## config.mk

```make
export PLATFORM = sky130hd
export DESIGN_NAME = mxint8_add_stim_gen
export DESIGN_NICKNAME = d
export VERILOG_FILES = /design/src/rtl/mxint8_stim_pkg.sv /design/src/rtl/mxint8_stim_lfsr.sv /design/src/rtl/mxint8_add_stim_gen.sv
export SDC_FILE = /design/constraint.sdc
export NUM_CORES = 1
export LEC_CHECK = 0
export CORE_ASPECT_RATIO = 0.7
export CORE_MARGIN = 3
export CORE_UTILIZATION = 25
export DETAILED_ROUTE_END_ITERATION = 6
export GPL_ROUTABILITY_DRIVEN = 0
export SLEW_MARGIN = 25
export SYNTH_ARGS = -nofsm -noshare
export SYNTH_HDL_FRONTEND = slang
export SYNTH_SLANG_ARGS = --single-unit
```

## constraint.sdc

```tcl
create_clock -name clk -period 4.9 [get_ports clk]
set_input_delay 0.98 -clock clk [delete_from_list [all_inputs] [get_ports clk]]
set_output_delay 0.98 -clock clk [all_outputs]
set_load 0.01 [all_outputs]
```

## src/rtl/mxint8_stim_pkg.sv

```systemverilog
// Shared types and constants for the MXINT8 adder stimulus generator.
package mxint8_stim_pkg;

    localparam int unsigned LFSR_W   = 32;
    localparam int unsigned TXN_W    = 16;
    localparam int unsigned CORNER_W = 8;

    localparam logic [LFSR_W-1:0]   LFSR_MASK    = 32'h8020_0003;
    localparam logic [LFSR_W-1:0]   DEFAULT_SEED = 32'h0000_0001;
    localparam logic [CORNER_W-1:0] CORNER_ELEM  = 8'h80;

    typedef enum logic [1:0] {
        ST_IDLE  = 2'd0,
        ST_FILL  = 2'd1,
        ST_OFFER = 2'd2,
        ST_DONE  = 2'd3
    } state_e;

    // One step of the right-shifting Galois LFSR.
    function automatic logic [LFSR_W-1:0] lfsr_advance(input logic [LFSR_W-1:0] s);
        return (s >> 1) ^ (s[0] ? LFSR_MASK : '0);
    endfunction

endpackage

```

## src/rtl/mxint8_stim_lfsr.sv

```systemverilog
// 32-bit Galois LFSR with seed load; an all-zero seed is replaced by DEFAULT_SEED.
module mxint8_stim_lfsr
    import mxint8_stim_pkg::*;
(
    input  logic              clk,
    input  logic              rst_n,
    input  logic              load,
    input  logic              step,
    input  logic [LFSR_W-1:0] seed,
    output logic [LFSR_W-1:0] state
);

    always_ff @(posedge clk or negedge rst_n) begin
        if (!rst_n) begin
            state <= '0;
        end else if (load) begin
            state <= (seed == '0) ? DEFAULT_SEED : seed;
        end else if (step) begin
            state <= lfsr_advance(state);
        end
    end

endmodule

```

## src/rtl/mxint8_add_stim_gen.sv

```systemverilog
// Generates MXINT8 operand-block pairs from an LFSR and offers them with valid/ready.
// Optional: define MXINT8_STIM_CORNER_EN to force every 4th transaction's elements to 8'h80.
module mxint8_add_stim_gen
    import mxint8_stim_pkg::*;
#(
    parameter int unsigned BLOCK_SIZE           = 32,
    parameter int unsigned SCALE_WIDTH          = 8,
    parameter int unsigned MXINT8_ELEMENT_WIDTH = 8
) (
    input  logic                            clk,
    input  logic                            rst_n,
    input  logic                            i_start,
    input  logic [15:0]                     i_num_txn,
    input  logic [31:0]                     i_seed,
    input  logic                            i_ready,
    output logic                            o_valid,
    output logic [SCALE_WIDTH-1:0]          o_scale_a,
    output logic [SCALE_WIDTH-1:0]          o_scale_b,
    output logic [MXINT8_ELEMENT_WIDTH-1:0] o_mxint8_elements_a [BLOCK_SIZE-1:0],
    output logic [MXINT8_ELEMENT_WIDTH-1:0] o_mxint8_elements_b [BLOCK_SIZE-1:0],
    output logic [15:0]                     o_txn_id,
    output logic                            o_busy,
    output logic                            o_done
);

    localparam int unsigned K_W = (BLOCK_SIZE > 1) ? $clog2(BLOCK_SIZE) : 1;
    localparam logic [K_W-1:0] K_LAST = K_W'(BLOCK_SIZE - 1);

    state_e                          state_q;
    state_e                          state_d;
    logic [K_W-1:0]                  k_q;
    logic [TXN_W-1:0]                num_txn_q;
    logic                            lfsr_load_c;
    logic                            lfsr_step_c;
    logic [LFSR_W-1:0]               lfsr_state;
    logic [LFSR_W-1:0]               lfsr_next_c;
    logic                            handshake_c;
    logic                            last_txn_c;
    logic [MXINT8_ELEMENT_WIDTH-1:0] elem_a_c;
    logic [MXINT8_ELEMENT_WIDTH-1:0] elem_b_c;

    mxint8_stim_lfsr u_lfsr (
        .clk   (clk),
        .rst_n (rst_n),
        .load  (lfsr_load_c),
        .step  (lfsr_step_c),
        .seed  (i_seed),
        .state (lfsr_state)
    );

    assign lfsr_next_c = lfsr_advance(lfsr_state);
    assign handshake_c = o_valid && i_ready;
    assign last_txn_c  = (o_txn_id == (num_txn_q - 16'd1));

    // Element values written this FILL cycle.
    always_comb begin
        elem_a_c = MXINT8_ELEMENT_WIDTH'(lfsr_next_c[7:0]);
        elem_b_c = MXINT8_ELEMENT_WIDTH'(lfsr_next_c[15:8]);
`ifdef MXINT8_STIM_CORNER_EN
        if (o_txn_id[1:0] == 2'b11) begin
            elem_a_c = MXINT8_ELEMENT_WIDTH'(CORNER_ELEM);
            elem_b_c = MXINT8_ELEMENT_WIDTH'(CORNER_ELEM);
        end
`endif
    end

    always_ff @(posedge clk or negedge rst_n) begin
        if (!rst_n) begin
            state_q <= ST_IDLE;
        end else begin
            state_q <= state_d;
        end
    end

    // Next-state and LFSR control.
    always_comb begin
        state_d     = state_q;
        lfsr_load_c = 1'b0;
        lfsr_step_c = 1'b0;
        case (state_q)
            ST_IDLE: begin
                if (i_start) begin
                    lfsr_load_c = 1'b1;
                    state_d     = (i_num_txn == 16'd0) ? ST_DONE : ST_FILL;
                end
            end
            ST_FILL: begin
                lfsr_step_c = 1'b1;
                if (k_q == K_LAST) begin
                    state_d = ST_OFFER;
                end
            end
            ST_OFFER: begin
                if (handshake_c) begin
                    state_d = last_txn_c ? ST_DONE : ST_FILL;
                end
            end
            ST_DONE: begin
                state_d = ST_IDLE;
            end
            default: begin
                state_d = ST_IDLE;
            end
        endcase
    end

    // Datapath and registered status outputs.
    always_ff @(posedge clk or negedge rst_n) begin
        if (!rst_n) begin
            k_q       <= '0;
            num_txn_q <= '0;
            o_txn_id  <= '0;
            o_scale_a <= '0;
            o_scale_b <= '0;
            o_valid   <= 1'b0;
            o_busy    <= 1'b0;
            o_done    <= 1'b0;
            for (int i = 0; i < int'(BLOCK_SIZE); i++) begin
                o_mxint8_elements_a[i] <= '0;
                o_mxint8_elements_b[i] <= '0;
            end
        end else begin
            o_valid <= (state_d == ST_OFFER);
            o_busy  <= (state_d == ST_FILL) || (state_d == ST_OFFER);
            o_done  <= (state_q == ST_DONE);
            case (state_q)
                ST_IDLE: begin
                    if (i_start) begin
                        num_txn_q <= i_num_txn;
                        o_txn_id  <= '0;
                        k_q       <= '0;
                    end
                end
                ST_FILL: begin
                    o_mxint8_elements_a[k_q] <= elem_a_c;
                    o_mxint8_elements_b[k_q] <= elem_b_c;
                    if (k_q == '0) begin
                        o_scale_a <= SCALE_WIDTH'(lfsr_next_c[23:16]);
                        o_scale_b <= SCALE_WIDTH'(lfsr_next_c[31:24]);
                    end
                    if (k_q != K_LAST) begin
                        k_q <= k_q + K_W'(1);
                    end
                end
                ST_OFFER: begin
                    if (handshake_c && !last_txn_c) begin
                        o_txn_id <= o_txn_id + 16'd1;
                        k_q      <= '0;
                    end
                end
                default: begin
                end
            endcase
        end
    end

endmodule

```

Signal wires on met1:
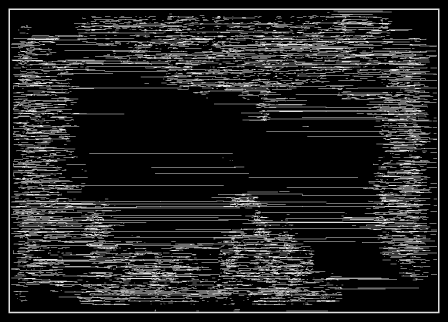
- share of all routed wire: 43%
- wire length on this layer: 37.7 mm
- nets with wire on the layer: 2137
- longest straight run: 159 um
met1 usage: 0.227
detailed-route via count: 16700
wirelength, routed: 87.0 mm

Metal 2:
Bar = 100 um.
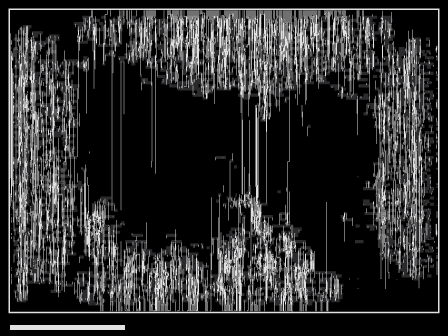
- nets with wire on the layer: 2200
- share of all routed wire: 45%
- longest straight run: 163 um
- wire length on this layer: 39.0 mm
- main direction: vertical

M3 wires:
Bar = 100 um.
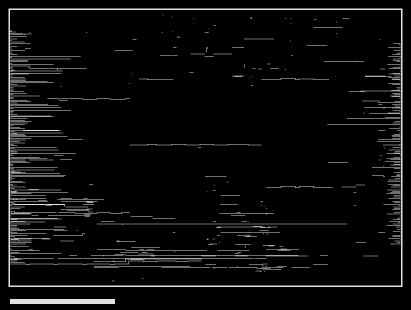
- longest straight run: 239 um
- nets with wire on the layer: 408
- main direction: horizontal
- share of all routed wire: 8.9%
- wire length on this layer: 7700 um

==> reports/metrics.yaml <==
timing:
  setup-violations-final: 0
  timing.final.hold_violations: 0
  finalSetupTns_ns: 0
synth:
  synth-main-ff-cell: "dfrtp_1"
  post_synth_main_area_contributors: "dfrtp_1 (64%), mux2_2 (22%), nand2_1 (2.3%)"
  yosys-dominant-comb-family: "multiplexers"
global_route:
  grt_start_max_net_pins: 114
setup_path:
  r2r-end: "o_busy"
  critical_path.cell_chain: "inv_1 -> ha_1 -> nor3b_1 -> nand4_1 -> or3b_1 -> a211o_2 -> a211oi_1 -> and3_1 -> o21ai_0 -> nand3_1 -> ha_1 -> inv_1"
run_status:
  outcome: "finished clean"
clocking:
  cts_resized: 0
  tritoncts: "yes"
power_and_ir_drop:
  power_dissipated_in_the_clock_network_mw: 4.91
  power.share.sequential: 0.392
  p_int_mw: 14.6
  pwr_density_cell_nw_per_um2: 674
  top_power_group: "sequential cells"
routing:
  met1_length_mm: 37.7
  first_iter_violations: 1063
floorplanning:
  core-area_um2: 92900
  taps: 1235
layout:
  clkbuf_count: 93
  stdcell_count: 3599
  final.signal_buffer_count: 644
flow_run:
  drv_cap: 0
place:
  detailed_place_hpwl_mm: 60.6
  dp_worst_setup_slack_ns: 1.45
Met4 routing:
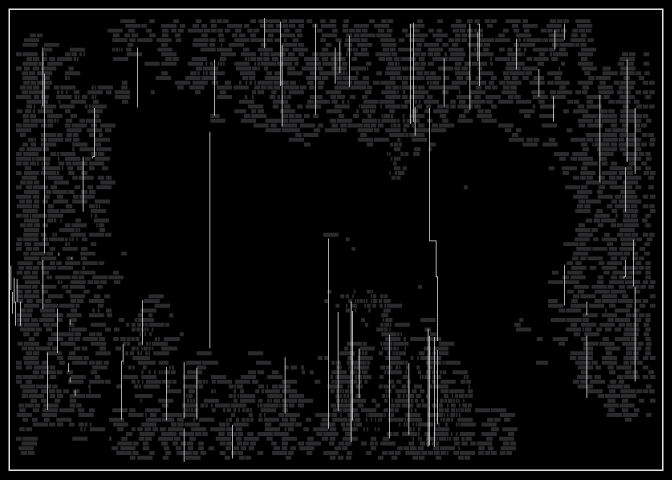
- longest straight run: 124 um
- share of all routed wire: 2.9%
- main direction: vertical
- wire length on this layer: 2480 um

Congestion heat map:
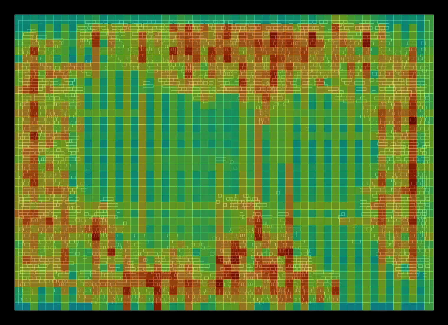
GR Util met2: 0.271
highest-utilization routing layer at the global route stage: met2
Avg WL per Cell: 24.2 um
final core utilization: 0.360
met3 track demand over resource in global routing: 0.0636

